### src/rtl/spu_mast_pipe_if.sv
// spu_mast_pipe_if: control, MA memory, store buffer and LSU store handshake
// signals of the SPU store sequencer. The master modport is the sequencer side
// and the slave modport is the environment (mactl, memory, LSU) side.
interface spu_mast_pipe_if #(
  parameter int LEN_W     = 6,
  parameter int MAX_OUTST = 2
);
  localparam int PTR_W = (MAX_OUTST > 1) ? $clog2(MAX_OUTST) : 1;

  logic             spu_mactl_iss_pulse_dly;
  logic             mactl_stop;
  logic [LEN_W-1:0] mast_len;
  logic             streq_ack;
  logic             spu_mactl_perr_set;
  logic             spu_mactl_stxa_force_abort;
  logic             spu_wen_allma_stacks_ok;

  logic             spu_mast_memren;
  logic             spu_mast_maaddr_addrinc;
  logic             spu_mast_stbuf_wen;
  logic [PTR_W-1:0] spu_mast_stbuf_wptr;
  logic             spu_mast_streq;
  logic             spu_mast_mpa_addrinc;
  logic             spu_mast_done_set;
  logic             spu_mast_abort;
  logic             spu_mast_ack_err;

  modport master (
    input  spu_mactl_iss_pulse_dly, mactl_stop, mast_len, streq_ack,
           spu_mactl_perr_set, spu_mactl_stxa_force_abort, spu_wen_allma_stacks_ok,
    output spu_mast_memren, spu_mast_maaddr_addrinc, spu_mast_stbuf_wen,
           spu_mast_stbuf_wptr, spu_mast_streq, spu_mast_mpa_addrinc,
           spu_mast_done_set, spu_mast_abort, spu_mast_ack_err
  );

  modport slave (
    output spu_mactl_iss_pulse_dly, mactl_stop, mast_len, streq_ack,
           spu_mactl_perr_set, spu_mactl_stxa_force_abort, spu_wen_allma_stacks_ok,
    input  spu_mast_memren, spu_mast_maaddr_addrinc, spu_mast_stbuf_wen,
           spu_mast_stbuf_wptr, spu_mast_streq, spu_mast_mpa_addrinc,
           spu_mast_done_set, spu_mast_abort, spu_mast_ack_err
  );
endinterface

### src/rtl/spu_mast_pipe.sv
// spu_mast_pipe: store sequencer moving LEN words from MA memory to L2 via the
// store buffer, keeping up to MAX_OUTST words in flight (pipeline reads plus
// unacknowledged store requests). Aborts drain outstanding acks before done.
// Optional feature macro: SPU_MAST_DONE_DLY_EN delays done reporting by one
// extra cycle so the downstream wen ack counter sees the last store first.
module spu_mast_pipe #(
  parameter int LEN_W     = 6,
  parameter int MAX_OUTST = 2,
  parameter int RD_LAT    = 2
) (
  input logic             rclk,
  input logic             reset,
  spu_mast_pipe_if.master bus
);
  localparam int PTR_W = (MAX_OUTST > 1) ? $clog2(MAX_OUTST) : 1;
  localparam int CNT_W = $clog2(MAX_OUTST + 1);
  localparam int INF_W = $clog2(MAX_OUTST + RD_LAT + 2) + 1;
  localparam logic [PTR_W-1:0] PTR_LAST = PTR_W'(MAX_OUTST - 1);
  localparam logic [INF_W-1:0] CREDITS  = INF_W'(MAX_OUTST);

  typedef enum logic [2:0] {
    ST_IDLE,
    ST_ISSUE,
    ST_WAIT,
    ST_DRAIN,
    ST_DONE
  } state_t;

  state_t           state_q, state_d;
  logic [LEN_W-1:0] rem_q, rem_d, pend_len_q, go_len;
  logic [RD_LAT:0]  pipe_q, pipe_d;
  logic [CNT_W-1:0] req_cnt_q, req_cnt_d;
  logic [PTR_W-1:0] wptr_q;
  logic [INF_W-1:0] inflight_d;
  logic             start, restart, abort_now, go, pend_q;
  logic             ack_bad, ack_ok, done_evt, done_rise;
  logic             abort_q, ack_err_q, done_q;
  logic             memren, streq, stbuf_wen;

  assign start     = bus.spu_mactl_iss_pulse_dly & bus.mactl_stop;
  assign restart   = start && (state_q == ST_DONE);
  assign abort_now = ((state_q == ST_ISSUE) || (state_q == ST_WAIT)) &&
                     (bus.spu_mactl_perr_set || bus.spu_mactl_stxa_force_abort);
  // A start seen in DONE is replayed from IDLE one cycle later via pend_q.
  assign go        = (state_q == ST_IDLE) && (start || pend_q);
  assign go_len    = pend_q ? pend_len_q : bus.mast_len;
  assign done_evt  = (state_d == ST_DONE) && (state_q != ST_DONE);

  // Output decode: reads in ISSUE, store buffer write and request from the pipe;
  // an abort cycle suppresses both the read and the request.
  always_comb begin
    memren    = (state_q == ST_ISSUE) && !abort_now;
    streq     = pipe_q[RD_LAT] && !abort_now;
    stbuf_wen = pipe_q[RD_LAT-1];
  end

  // Next values of the in-flight bookkeeping; a stray ack is flagged, not counted.
  always_comb begin
    ack_bad    = bus.streq_ack && (req_cnt_q == '0);
    ack_ok     = bus.streq_ack && !ack_bad;
    req_cnt_d  = req_cnt_q + CNT_W'(streq) - CNT_W'(ack_ok);
    rem_d      = rem_q - LEN_W'(memren);
    pipe_d     = abort_now ? '0 : {pipe_q[RD_LAT-1:0], memren};
    inflight_d = INF_W'(req_cnt_d);
    for (int i = 0; i <= RD_LAT; i++) begin
      inflight_d = inflight_d + INF_W'(pipe_d[i]);
    end
  end

  // Next-state logic: ISSUE only when next cycle has both words and a free credit.
  always_comb begin
    state_d = state_q;
    case (state_q)
      ST_IDLE: begin
        if (go) begin
          if (go_len != '0) state_d = ST_ISSUE;
          else              state_d = ST_DONE;
        end
      end
      ST_ISSUE, ST_WAIT: begin
        if (abort_now)                                   state_d = ST_DRAIN;
        else if (rem_d != '0 && inflight_d < CREDITS)    state_d = ST_ISSUE;
        else if (rem_d != '0)                            state_d = ST_WAIT;
        else if (pipe_d == '0 && req_cnt_d == '0)        state_d = ST_DONE;
        else                                             state_d = ST_WAIT;
      end
      ST_DRAIN: begin
        if (req_cnt_d == '0) state_d = ST_DONE;
      end
      ST_DONE: begin
        if (start) state_d = ST_IDLE;
      end
      default: state_d = ST_IDLE;
    endcase
  end

  // State register.
  always_ff @(posedge rclk or posedge reset) begin
    if (reset) state_q <= ST_IDLE;
    else       state_q <= state_d;
  end

  // Datapath: word counter, read pipe, request counter, write pointer, replay latch.
  always_ff @(posedge rclk or posedge reset) begin
    if (reset) begin
      rem_q      <= '0;
      pipe_q     <= '0;
      req_cnt_q  <= '0;
      wptr_q     <= '0;
      pend_q     <= 1'b0;
      pend_len_q <= '0;
    end else begin
      pipe_q    <= pipe_d;
      req_cnt_q <= req_cnt_d;
      rem_q     <= go ? go_len : rem_d;
      if (go)             wptr_q <= '0;
      else if (stbuf_wen) wptr_q <= (wptr_q == PTR_LAST) ? '0 : wptr_q + 1'b1;
      if (restart) begin
        pend_q     <= 1'b1;
        pend_len_q <= bus.mast_len;
      end else if (go) begin
        pend_q <= 1'b0;
      end
    end
  end

`ifdef SPU_MAST_DONE_DLY_EN
  logic done_dly_q;

  // Extra stage so completion is reported one cycle after the DONE condition.
  always_ff @(posedge rclk or posedge reset) begin
    if (reset) done_dly_q <= 1'b0;
    else       done_dly_q <= done_evt;
  end

  assign done_rise = done_dly_q;
`else
  assign done_rise = done_evt;
`endif

  // Sticky status: abort until next accepted start, ack_err until reset, done level.
  always_ff @(posedge rclk or posedge reset) begin
    if (reset) begin
      abort_q   <= 1'b0;
      ack_err_q <= 1'b0;
      done_q    <= 1'b0;
    end else begin
      if (abort_now)                                            abort_q <= 1'b1;
      else if (start && (state_q == ST_IDLE || state_q == ST_DONE)) abort_q <= 1'b0;
      if (ack_bad) ack_err_q <= 1'b1;
      if (done_rise && !restart) done_q <= 1'b1;
      else if (start)            done_q <= 1'b0;
    end
  end

  assign bus.spu_mast_memren         = memren;
  assign bus.spu_mast_maaddr_addrinc = memren;
  assign bus.spu_mast_stbuf_wen      = stbuf_wen;
  assign bus.spu_mast_stbuf_wptr     = wptr_q;
  assign bus.spu_mast_streq          = streq;
  assign bus.spu_mast_mpa_addrinc    = streq;
  assign bus.spu_mast_done_set       = done_q & bus.spu_wen_allma_stacks_ok;
  assign bus.spu_mast_abort          = abort_q;
  assign bus.spu_mast_ack_err        = ack_err_q;
endmodule

### src/flat_wrapper.sv
// flat-port wrapper written by rule: the top's interface ports become plain ports
module spu_mast_pipe_flat 
#(
  parameter int LEN_W     = 6,
  parameter int MAX_OUTST = 2,
  parameter int RD_LAT    = 2
)
  (rclk, reset, bus_spu_mactl_iss_pulse_dly, bus_mactl_stop, bus_mast_len, bus_streq_ack, bus_spu_mactl_perr_set, bus_spu_mactl_stxa_force_abort, bus_spu_wen_allma_stacks_ok, bus_spu_mast_memren, bus_spu_mast_maaddr_addrinc, bus_spu_mast_stbuf_wen, bus_spu_mast_stbuf_wptr, bus_spu_mast_streq, bus_spu_mast_mpa_addrinc, bus_spu_mast_done_set, bus_spu_mast_abort, bus_spu_mast_ack_err);
  spu_mast_pipe_if #(.LEN_W(LEN_W), .MAX_OUTST(MAX_OUTST)) bus_i ();
  input logic rclk;
  input logic reset;
  input wire logic [$bits(bus_i.spu_mactl_iss_pulse_dly)-1:0] bus_spu_mactl_iss_pulse_dly;
  input wire logic [$bits(bus_i.mactl_stop)-1:0] bus_mactl_stop;
  input wire logic [$bits(bus_i.mast_len)-1:0] bus_mast_len;
  input wire logic [$bits(bus_i.streq_ack)-1:0] bus_streq_ack;
  input wire logic [$bits(bus_i.spu_mactl_perr_set)-1:0] bus_spu_mactl_perr_set;
  input wire logic [$bits(bus_i.spu_mactl_stxa_force_abort)-1:0] bus_spu_mactl_stxa_force_abort;
  input wire logic [$bits(bus_i.spu_wen_allma_stacks_ok)-1:0] bus_spu_wen_allma_stacks_ok;
  output wire logic [$bits(bus_i.spu_mast_memren)-1:0] bus_spu_mast_memren;
  output wire logic [$bits(bus_i.spu_mast_maaddr_addrinc)-1:0] bus_spu_mast_maaddr_addrinc;
  output wire logic [$bits(bus_i.spu_mast_stbuf_wen)-1:0] bus_spu_mast_stbuf_wen;
  output wire logic [$bits(bus_i.spu_mast_stbuf_wptr)-1:0] bus_spu_mast_stbuf_wptr;
  output wire logic [$bits(bus_i.spu_mast_streq)-1:0] bus_spu_mast_streq;
  output wire logic [$bits(bus_i.spu_mast_mpa_addrinc)-1:0] bus_spu_mast_mpa_addrinc;
  output wire logic [$bits(bus_i.spu_mast_done_set)-1:0] bus_spu_mast_done_set;
  output wire logic [$bits(bus_i.spu_mast_abort)-1:0] bus_spu_mast_abort;
  output wire logic [$bits(bus_i.spu_mast_ack_err)-1:0] bus_spu_mast_ack_err;
  assign bus_i.spu_mactl_iss_pulse_dly = bus_spu_mactl_iss_pulse_dly;
  assign bus_i.mactl_stop = bus_mactl_stop;
  assign bus_i.mast_len = bus_mast_len;
  assign bus_i.streq_ack = bus_streq_ack;
  assign bus_i.spu_mactl_perr_set = bus_spu_mactl_perr_set;
  assign bus_i.spu_mactl_stxa_force_abort = bus_spu_mactl_stxa_force_abort;
  assign bus_i.spu_wen_allma_stacks_ok = bus_spu_wen_allma_stacks_ok;
  assign bus_spu_mast_memren = bus_i.spu_mast_memren;
  assign bus_spu_mast_maaddr_addrinc = bus_i.spu_mast_maaddr_addrinc;
  assign bus_spu_mast_stbuf_wen = bus_i.spu_mast_stbuf_wen;
  assign bus_spu_mast_stbuf_wptr = bus_i.spu_mast_stbuf_wptr;
  assign bus_spu_mast_streq = bus_i.spu_mast_streq;
  assign bus_spu_mast_mpa_addrinc = bus_i.spu_mast_mpa_addrinc;
  assign bus_spu_mast_done_set = bus_i.spu_mast_done_set;
  assign bus_spu_mast_abort = bus_i.spu_mast_abort;
  assign bus_spu_mast_ack_err = bus_i.spu_mast_ack_err;
  spu_mast_pipe #(.LEN_W(LEN_W), .MAX_OUTST(MAX_OUTST), .RD_LAT(RD_LAT)) u_core (.rclk(rclk), .reset(reset), .bus(bus_i));
endmodule
### config.mk
export PLATFORM = sky130hd
export DESIGN_NAME = spu_mast_pipe_flat
export DESIGN_NICKNAME = d
export VERILOG_FILES = /design/src/rtl/spu_mast_pipe_if.sv /design/src/rtl/spu_mast_pipe.sv /design/src/flat_wrapper.sv
export SDC_FILE = /design/constraint.sdc
export NUM_CORES = 1
export LEC_CHECK = 0
export CORE_ASPECT_RATIO = 0.9
export CORE_MARGIN = 2
export CORE_UTILIZATION = 55
export DETAILED_ROUTE_END_ITERATION = 6
export PLACE_DENSITY = 0.82
export SYNTH_ARGS = -nofsm -noshare
export SYNTH_HDL_FRONTEND = slang
export SYNTH_SLANG_ARGS = --single-unit
### constraint.sdc
create_clock -name rclk -period 7.9 [get_ports rclk]
set_input_delay 0.79 -clock rclk [delete_from_list [all_inputs] [get_ports rclk]]
set_output_delay 0.79 -clock rclk [all_outputs]
set_load 0.005 [all_outputs]
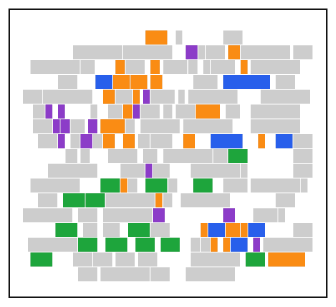
Run 1: logic cells by family
purple -> NAND gates  # cells 14
orange -> NOR gates  # cells 25
green -> multiplexers  # cells 14
blue -> XOR/XNOR gates  # cells 7

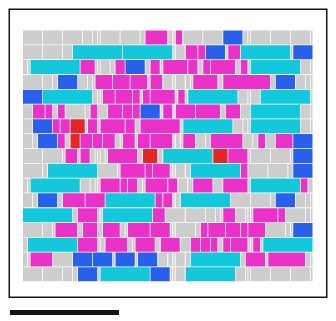
Run 1: cells colored by class
Bar = 20 um. Fill, decap, tap and diode cells in gray.
magenta -> all other logic  # cells 101
blue -> other buffers and delay cells  # cells 22
cyan -> flip-flops  # cells 25
red -> clock drivers and dummy loads  # cells 4

==> results.txt, run 1 <==
Results of the run.

Setup repair after global routing left no endpoint under its margin. The final antenna diode tally reported by the flow is 0. The final hold violation count recorded for this run is 0.

The routed design uses 1360 um of met2 wire. For this run, the leading register cell type out of synthesis is dfrtp_1. The quantity of gates resized following cts is 0. The worst path required time is 8.11 ns. The average wire per cell in the routed design is 15.85 um. The met1 capacity usage during global routing is 29.36%. The area fraction in full adders, half adders and majority gates is 7.353%. Entering global routing, the biggest net connects 26 pins. For this design, the CTS-stage hold fixing added 0 buffers.

The first-pass GRT wire length is 4899 um. The worst setup path is captured at a flip-flop. The total die area is 3057 um^2. The post-synthesis compound-gate area fraction is 9.689%. Setup slack on the worst reg-to-reg path comes out at 4.13 ns.

The proportion of layout cells with a drive suffix above 1 is 9.868%. Leaving out filler cells and counting taps, the final layout contains 180. The area share of xor/xnor cells in the synthesized design is 5.796%. The worst hold path cell count is 2.

The floorplan step defined a core boundary enclosing 2467 um^2. The run finished with clean final reports. The class of the tightest hold or removal check is flip-flop to flip-flop. In this run, the combinational gates consume 46.7% of the power. The register clock-pin slew on the reported worst setup and hold paths is 0.14 ns. The initial core utilization is 58.62%. Multiplexer cells account for 10.21% of the synthesized area.
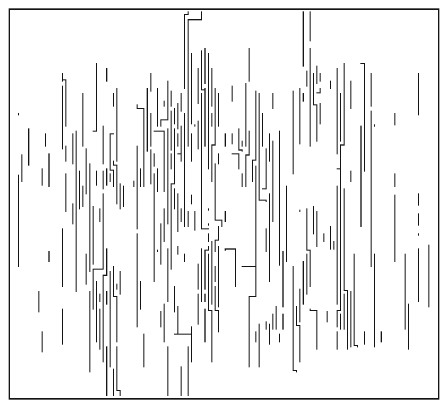
Run 1: met2 routing
nets with wire on the layer = 151
longest straight run = 22.4 um
main direction = vertical
WL final: 2853 um
met2 track demand over resource: 35.04%
total number of vias: 1060

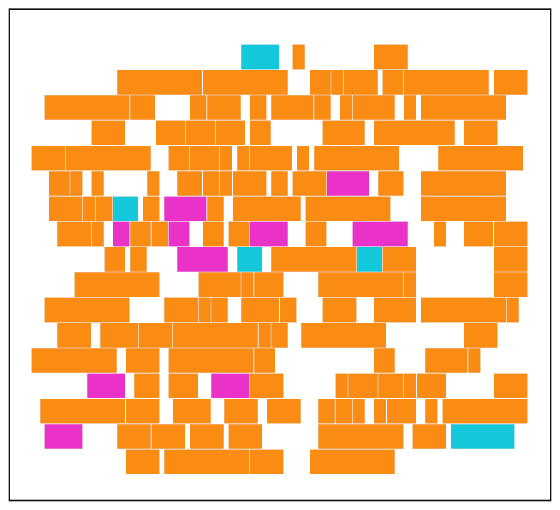
Run 1: cells by drive strength
orange -> drive 1 or less  # cells 137
magenta -> drive 2  # cells 10
cyan -> drive 3 to 4  # cells 5
crit path setup slack, layout: 3.785 ns
area added between synthesis and finish: 16.87%
fin area: 1690 um^2
count of non-CTS buffers in the layout: 22

run 1: worst reg2reg max path: stages, from the launching register on:
cell      delay, ns
dfrtp_1        0.53
xnor2_1        0.21
nor3_1         0.38
nand2b_1       0.20
ha_1           0.23
inv_1          0.05
ha_1           0.26
ha_1           0.30
ha_1           0.29
a21oi_1        0.17
fa_1           0.47
nand2_1        0.09
nor3_1         0.05
a21o_1         0.19
a21oi_1        0.14
o311ai_1       0.11
run 1: power groups by stage:
| stage | sequential, mW | clock [mW] | combinational, mW |
|---|---|---|---|
| finish | 0.230 | 0.0577 | 0.253 |
| CTS | 0.230 | 0.0584 | 0.253 |
| global placement | 0.230 | 0 | 0.241 |
| floorplan | 0.206 | 0 | 0.212 |
| detailed placement | 0.233 | 0 | 0.249 |
| global route | 0.238 | 0.0628 | 0.289 |
Run 1, clock nets:
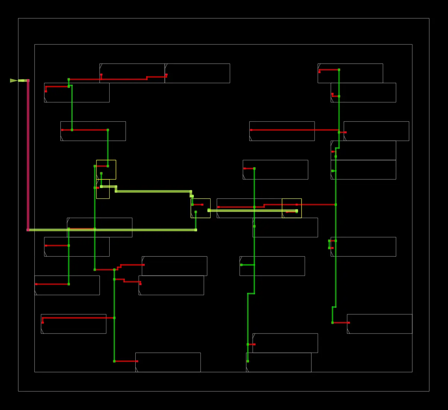

==> run 2, diff against run 1 <==
- CORE_UTILIZATION: 55 -> 47
- PLACE_DENSITY: 0.82 -> 0.74
- clock period: 7.9 -> 3.4 ns (I/O delays scaled with it)
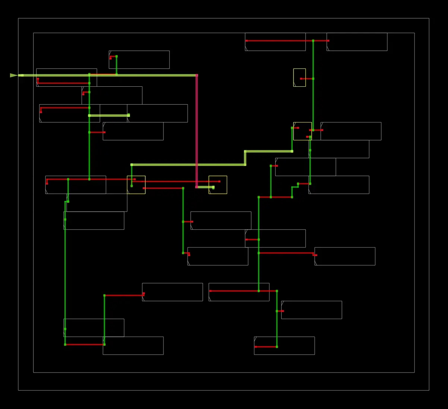
Run 2: clock nets
Sinks on Clock Net: 25
clock latency reported for the late side of the worst-skew pair: 0.33 ns
number of clock buffers in the layout: 3
number of sequential storage elements: 25

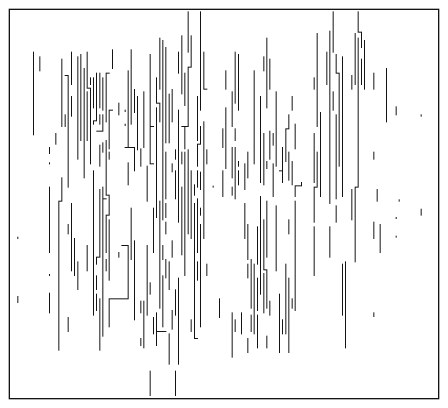
Run 2: met2 routing
share of all routed wire = 50%
wire length on this layer = 1450 um
longest straight run = 26.2 um
nets with wire on the layer = 160

==> run 2 against run 1 <==
Net effect: worst hold slack got worse by 0.019 ns; setup slack got worse by 3.7 ns; synthesized cell count did not move; combinational power rose to 3.0 times the previous value; power rose to 2.6 times the previous value; largest cell class unchanged; highest routed layer unchanged.
==> results.txt, run 2 <==
Results of the run.

The area fraction in mux cells is 10.21%. Per report_power, the combinational group accounts for 53.6% of the total. According to the timing report, the data required time at the worst endpoint equals 3.62 ns. The worst hold path cell count is 1. The worst setup path is captured at a flip-flop. The number of hold-repair buffers added at the cts stage is 0.

The flow ran to the end, and the final reports show no timing, DRC or antenna violations. The first global-routing pass estimated 5092 um of wire. The total vias in the final route is 1070. The total sequential power is 0.515 mW. Setup repair after global routing left no endpoint under its margin. Between the synthesized netlist and the finished layout, the area growth was recorded as 26.12%. In the post-route analysis, the smallest setup slack over all paths is 0.1239 ns. The width of the die is 62.48 um. In this run, placement finished with an instance count of 200. The core region is 2995 um^2. Per the timing report, the most critical flop-to-flop path originates at u_core.state_q[1]$_DFF_PP0_. The number of antenna violations at the first check in global routing is 0. After Yosys synthesis, full adders, half adders and majority gates account for 7.353% of the synthesized area. The largest power group is combinational logic. Among all cell types in the netlist, the one instantiated most often is dfrtp_1. The number of port buffers is 22. Derived from the worst setup path, the maximum achievable clock frequency is 305.2 MHz. In the global route stage, met2 resource usage came out at 32.10%. Looking at the cell usage after synthesis, the top flip-flop cell is dfrtp_1. The maximum number of pins on one net before global-route repair is 26.

The final antenna diode count is 0. The number of endpoints with negative hold slack in the final report is 0. The combinational group power is 0.754 mW. The post-route cell area is 1824 um^2. The initial core utilization is 48.29%. The power dissipated in the clock network is 0.138 mW. Routing resource usage on met1 recorded by global route was 23.84%. The average wire per cell in the routed design is 14.09 um. The overall die size recorded for this design is 3538 um^2. The reg2reg setup slack is 0.12 ns. The post-route core utilization is 60.90%. The report puts the cell count of the worst reg-to-reg path at 15. After Yosys synthesis, AND-OR and OR-AND compound gates account for 9.689% of the synthesized area.

The most crowded layer after global routing is met2. The proportion of layout cells with a drive suffix above 1 is 19.02%. Once the clock tree was built, the resizer swapped 2 gates to a different size. Per the detailed-route log, wirelength across all metal layers totals 2889 um. The register clock-pin slew on the reported worst setup and hold paths is 0.14 ns. Summed over all nets, the switching power comes to 0.5463 mW.
## run 2: routing by layer
| layer | vias to the layer above | part of all wire (%) |
|---|---|---|
| li1 | 526 | - |
| met1 | 512 | 44 |
| met2 | 30 | 50 |
| met3 | 2 | 5.8 |
| met4 | 0 | 0.59 |
| met5 | - | 0 |
## run 2: final cells by class
cell class | count | area, um^2
Clock buffer | 3 | 22.52
Clock inverter | 1 | 5.005
Fill cell | 290 | 1171
Inverter | 8 | 30.03
Multi-Input combinational cell | 93 | 785.8
Sequential cell | 25 | 625.6
Tap cell | 42 | 52.55
Timing Repair Buffer | 33 | 302.8
## run 2: critical path, delay by kind of cell
family	cells	cell delay, ns
fa+ha+maj	5	1.46
buf+inv	2	0.62
compound gates	4	0.55
simple gates	5	0.52
No activity file was given, so power comes from the tool's default toggle rates.
